### config.mk
export PLATFORM = sky130hd
export DESIGN_NAME = dunc16_ctrl
export DESIGN_NICKNAME = d
export VERILOG_FILES = /design/src/rtl/dunc16_ctrl.sv
export SDC_FILE = /design/constraint.sdc
export NUM_CORES = 1
export LEC_CHECK = 0
export CAP_MARGIN = 10
export CORE_AREA = 4 4 61 63
export CTS_CLUSTER_SIZE = 10
export DETAILED_ROUTE_END_ITERATION = 16
export DIE_AREA = 0 0 65 67
export GPL_ROUTABILITY_DRIVEN = 0
export HOLD_SLACK_MARGIN = 0.08
export PLACE_DENSITY = 0.75
export SLEW_MARGIN = 20
export SYNTH_ARGS = -nofsm -noshare
export SYNTH_HDL_FRONTEND = slang
export SYNTH_SLANG_ARGS = --single-unit
### constraint.sdc
create_clock -name CLK -period 1.4 [get_ports CLK]
set_input_delay 0.21 -clock CLK [delete_from_list [all_inputs] [get_ports CLK]]
set_output_delay 0.21 -clock CLK [all_outputs]
set_load 0.1 [all_outputs]
### src/rtl/dunc16_ctrl.sv
// Control sequencer for the DUNC16 accumulator datapath.
// Generates the T0..T3 ring and FETCH/EXECUTE major cycle, holds the IR and
// decodes every datapath strobe. Optional build macro DUNC16_SINGLE_STEP_EN adds
// STEP/WAITING: the sequencer parks at fetch T0 after each instruction until a
// synchronised STEP rising edge. Out of reset the first instruction runs freely.
module dunc16_ctrl #(
  parameter int unsigned DW  = 16,
  parameter int unsigned AW  = 12,
  parameter int unsigned OPW = 4
) (
  input  logic          CLK,
  input  logic          RESET,
  input  logic [DW-1:0] MD_IN,
  input  logic          AC_ZERO,
`ifdef DUNC16_SINGLE_STEP_EN
  input  logic          STEP,
  output logic          WAITING,
`endif
  output logic [3:0]    T,
  output logic          FETCH,
  output logic          EXECUTE,
  output logic          HALTED,
  output logic          ADDR_SEL,
  output logic [AW-1:0] IR_ADDR,
  output logic          EN_MD,
  output logic          LD_IR,
  output logic          INC_PC,
  output logic          LD_PC,
  output logic          LD_AC,
  output logic [1:0]    ALU_OP,
  output logic          SETWRITE,
  output logic          CLRWRITE,
  output logic          WRITE,
  output logic          DO_WRITE,
  output logic          I_LDA,
  output logic          I_STA
);

  localparam logic [OPW-1:0] OpLda = OPW'(4'h0);
  localparam logic [OPW-1:0] OpSta = OPW'(4'h1);
  localparam logic [OPW-1:0] OpAdd = OPW'(4'h2);
  localparam logic [OPW-1:0] OpAnd = OPW'(4'h3);
  localparam logic [OPW-1:0] OpJmp = OPW'(4'h4);
  localparam logic [OPW-1:0] OpJz  = OPW'(4'h5);
  localparam logic [OPW-1:0] OpHlt = OPW'(4'hF);

  typedef enum logic {StFetch = 1'b0, StExec = 1'b1} cycle_e;

  cycle_e        cyc_q, cyc_d;
  logic [3:0]    t_q, t_d;
  logic          halted_q, halted_d;
  logic          write_q, write_d;
  logic [DW-1:0] ir_q, ir_d;

  logic [OPW-1:0] opcode;
  logic is_lda, is_sta, is_add, is_and, is_jmp, is_jz, is_hlt, has_exec;
  logic run;   // ring advances this clock
  logic done;  // instruction completes at this edge, returning to fetch

  assign opcode   = ir_q[DW-1 -: OPW];
  assign is_lda   = (opcode == OpLda);
  assign is_sta   = (opcode == OpSta);
  assign is_add   = (opcode == OpAdd);
  assign is_and   = (opcode == OpAnd);
  assign is_jmp   = (opcode == OpJmp);
  assign is_jz    = (opcode == OpJz);
  assign is_hlt   = (opcode == OpHlt);
  assign has_exec = is_lda | is_sta | is_add | is_and | is_jmp | is_jz;

  // Sequencer state registers.
  always_ff @(posedge CLK or negedge RESET) begin
    if (!RESET) begin
      t_q      <= 4'b0001;
      cyc_q    <= StFetch;
      halted_q <= 1'b0;
      write_q  <= 1'b0;
      ir_q     <= '0;
    end else begin
      t_q      <= t_d;
      cyc_q    <= cyc_d;
      halted_q <= halted_d;
      write_q  <= write_d;
      ir_q     <= ir_d;
    end
  end

  // Next-state and strobe decode from (T, major cycle, IR).
  always_comb begin
    t_d      = t_q;
    cyc_d    = cyc_q;
    halted_d = halted_q;
    write_d  = write_q;
    ir_d     = ir_q;
    done     = 1'b0;
    EN_MD    = 1'b0;
    LD_IR    = 1'b0;
    INC_PC   = 1'b0;
    LD_PC    = 1'b0;
    LD_AC    = 1'b0;
    ALU_OP   = 2'b00;
    SETWRITE = 1'b0;
    CLRWRITE = 1'b0;
    DO_WRITE = 1'b0;
    if (run) begin
      t_d = {t_q[2:0], t_q[3]};
      unique case (cyc_q)
        StFetch: begin
          if (t_q[1]) EN_MD = 1'b1;
          if (t_q[2]) begin
            LD_IR  = 1'b1;
            INC_PC = 1'b1;
            ir_d   = MD_IN;
          end
          if (t_q[3]) begin
            if (has_exec)    cyc_d    = StExec;
            else if (is_hlt) halted_d = 1'b1;
            else             done     = 1'b1;
          end
        end
        StExec: begin
          if (is_lda || is_add || is_and) begin
            if (t_q[1]) EN_MD = 1'b1;
            if (t_q[2]) begin
              LD_AC  = 1'b1;
              ALU_OP = is_add ? 2'b01 : (is_and ? 2'b10 : 2'b00);
            end
          end
          if (is_sta) begin
            if (t_q[0]) begin
              SETWRITE = 1'b1;
              write_d  = 1'b1;
            end
            if (t_q[1]) DO_WRITE = 1'b1;
            if (t_q[2]) begin
              CLRWRITE = 1'b1;
              write_d  = 1'b0;
            end
          end
          if (t_q[2] && (is_jmp || (is_jz && AC_ZERO))) LD_PC = 1'b1;
          if (t_q[3]) begin
            cyc_d = StFetch;
            done  = 1'b1;
          end
        end
        default: ;
      endcase
    end
  end

`ifdef DUNC16_SINGLE_STEP_EN
  logic step_meta_q, step_sync_q, step_prev_q;
  logic waiting_q, waiting_d;

  // Two-flop STEP synchroniser plus a delayed copy for rising-edge detection.
  always_ff @(posedge CLK or negedge RESET) begin
    if (!RESET) begin
      step_meta_q <= 1'b0;
      step_sync_q <= 1'b0;
      step_prev_q <= 1'b0;
      waiting_q   <= 1'b0;
    end else begin
      step_meta_q <= STEP;
      step_sync_q <= step_meta_q;
      step_prev_q <= step_sync_q;
      waiting_q   <= waiting_d;
    end
  end

  // Park after each instruction; only a fresh STEP edge seen while parked releases it.
  always_comb begin
    waiting_d = waiting_q;
    if (done) waiting_d = 1'b1;
    else if (waiting_q && step_sync_q && !step_prev_q) waiting_d = 1'b0;
  end

  assign run     = ~halted_q & ~waiting_q;
  assign WAITING = waiting_q;
`else
  logic unused_done;
  assign unused_done = done;
  assign run         = ~halted_q;
`endif

  assign T        = t_q;
  assign FETCH    = (cyc_q == StFetch);
  assign EXECUTE  = (cyc_q == StExec);
  assign HALTED   = halted_q;
  assign WRITE    = write_q;
  assign ADDR_SEL = (cyc_q == StExec);
  assign IR_ADDR  = ir_q[AW-1:0];
  assign I_LDA    = is_lda;
  assign I_STA    = is_sta;

endmodule
### Metal 3

Cells faint in the background.
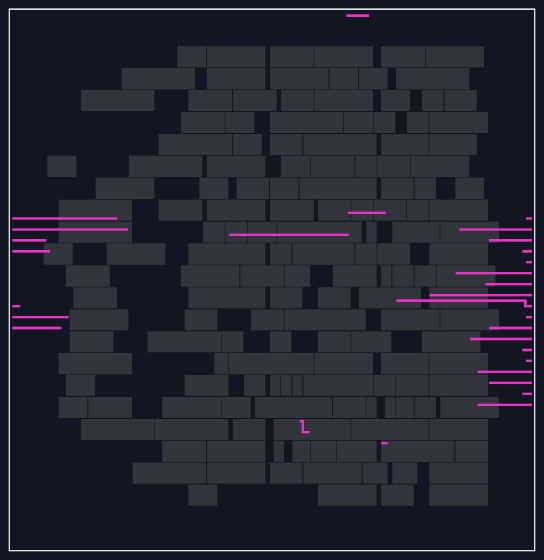
The longest straight run is 15.9 microns. 28 nets have wire on it. The layer carries 165 microns of wire.
total number of vias: 923
WL final: 3.198 mm

### Routed clock nets over the placement

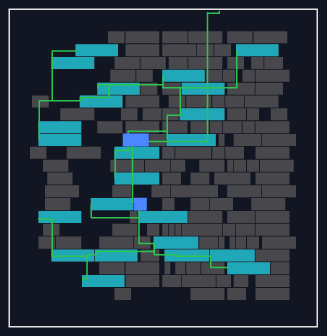
cells driving clock nets: in blue, count 3. clock wires: in green, length 264 microns. flip-flops: in cyan, count 23.
There are 4 routed clock nets.
Layout Skew: 0.01124 ns
worst skew pair latency: 0.30 ns
clock share of power: 29.0%
clk pwr: 0.000299 W

### Gate-type map

Bar = 20 microns.
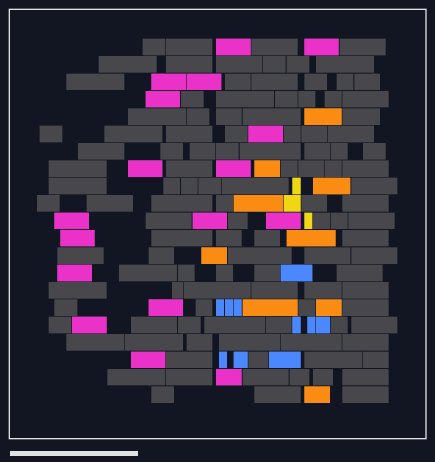
inverters: in yellow, cells 3, most used inv_1. NAND gates: in blue, cells 10, most used nand2_1, where bottom centre. multiplexers: in magenta, cells 17, most used mux2_4. NOR gates: in orange, cells 9, most used nor2_4, where middle right.
multi-input combinational area share: 24.83%
Cell Count, Final, Fillers Out: 200
Top cell excl fill/tap: buf_12

### Routing congestion

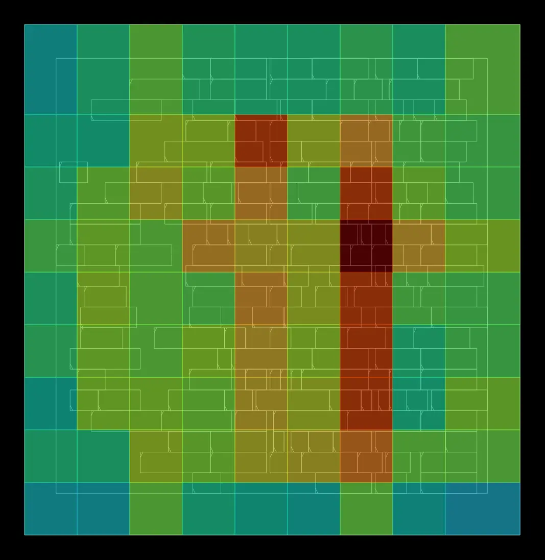
met2 usage: 28.61%
GR Util met3: 2.867%
final core occ: 73.60%
grt met1 use: 16.61%
GRT Overall Usage: 14.91%

-- cells by family after synthesis --
| logic type | synth area share, % |
|---|---|
| flip-flops | 52.57 |
| AND/OR/NAND/NOR | 12.20 |
| buffers and inverters | 12.66 |
| multiplexers | 17.45 |
| AND-OR/OR-AND | 5.132 |
-- where the power goes --
part           internal, W  switching (W)   total, W  leakage (nW)
Clock             0.000106       0.000193   0.000299        0.0177
Sequential        0.000664              0   0.000664         0.305
Combinational    0.0000463      0.0000206  0.0000669         0.710
-- critical path: cells and delay by family, from the launching register on --
family                 cells  cell delay (ns)
and+or+nand+nor            3             0.80
DFF                        1             0.50
buffers and inverters      1             0.20
-- registers in the layout (all words and copies together), names as in the netlist --
signal and cells:
ADDR_SEL 1, HALTED 1, T 4, WRITE 1, ir_q 16
==> reports/metrics.yaml <==
core_area_sq_um: 3232
largest_class: "non-clock buffers"
dr_wl_met2_mm: 1.820
seq_cell_count: 23
avgViaCountPerCell: 4.615
power_w: 0.001030
setup_slack_ns: -0.6080
inv_count: 3
grt_max_degree: 24
r2r_start: "HALTED$_DFF_PN0_"
tapCellCount: 46
drv_cap: 0
rsz0062_at_grt: "true"
setup_viol: 30
worst_slew_pin_slew_ns: 0.3146
seq_area_sq_um: 590.6
die_x_microns: 65
cts_setup_buffers: 8
postRouteAntennaNets: 0
status: "finished, violations left"
topCellsByArea: "dfrtp_1 (50%), mux2_2 (17%), buf_4 (9.6%), dfstp_2 (2.4%), nand2_1 (2.4%)"
grt_pass1_vias: 975
path_max_fanout: 3
synth_chip_area_sq_um: 1097
layout_min_cycle_time_ns: 2.008
r2r_end: "ir_q[14]$_DFFE_PN0P_"
pre_cts_ws_ns: -0.3953
grt_overflow: 0
ys_warn_count: 0
clkSinkCount: 23
slowest_stage: "dfrtp_4"
antenna_found_initial: 0
leakage_nw: 1.033
cp-endpoint: "ALU_OP[0]"
cts_resized: 38
row_count: 21
fp.dieArea_sq_um: 4355
drcViolationCount: 0
netlist_top_cells_count: "dfrtp_1 (22), mux2_2 (17), buf_4 (14)"
violations: "setup timing"
ir_drop_uv: 552.7
No activity file was given, so power comes from the tool's default toggle rates.
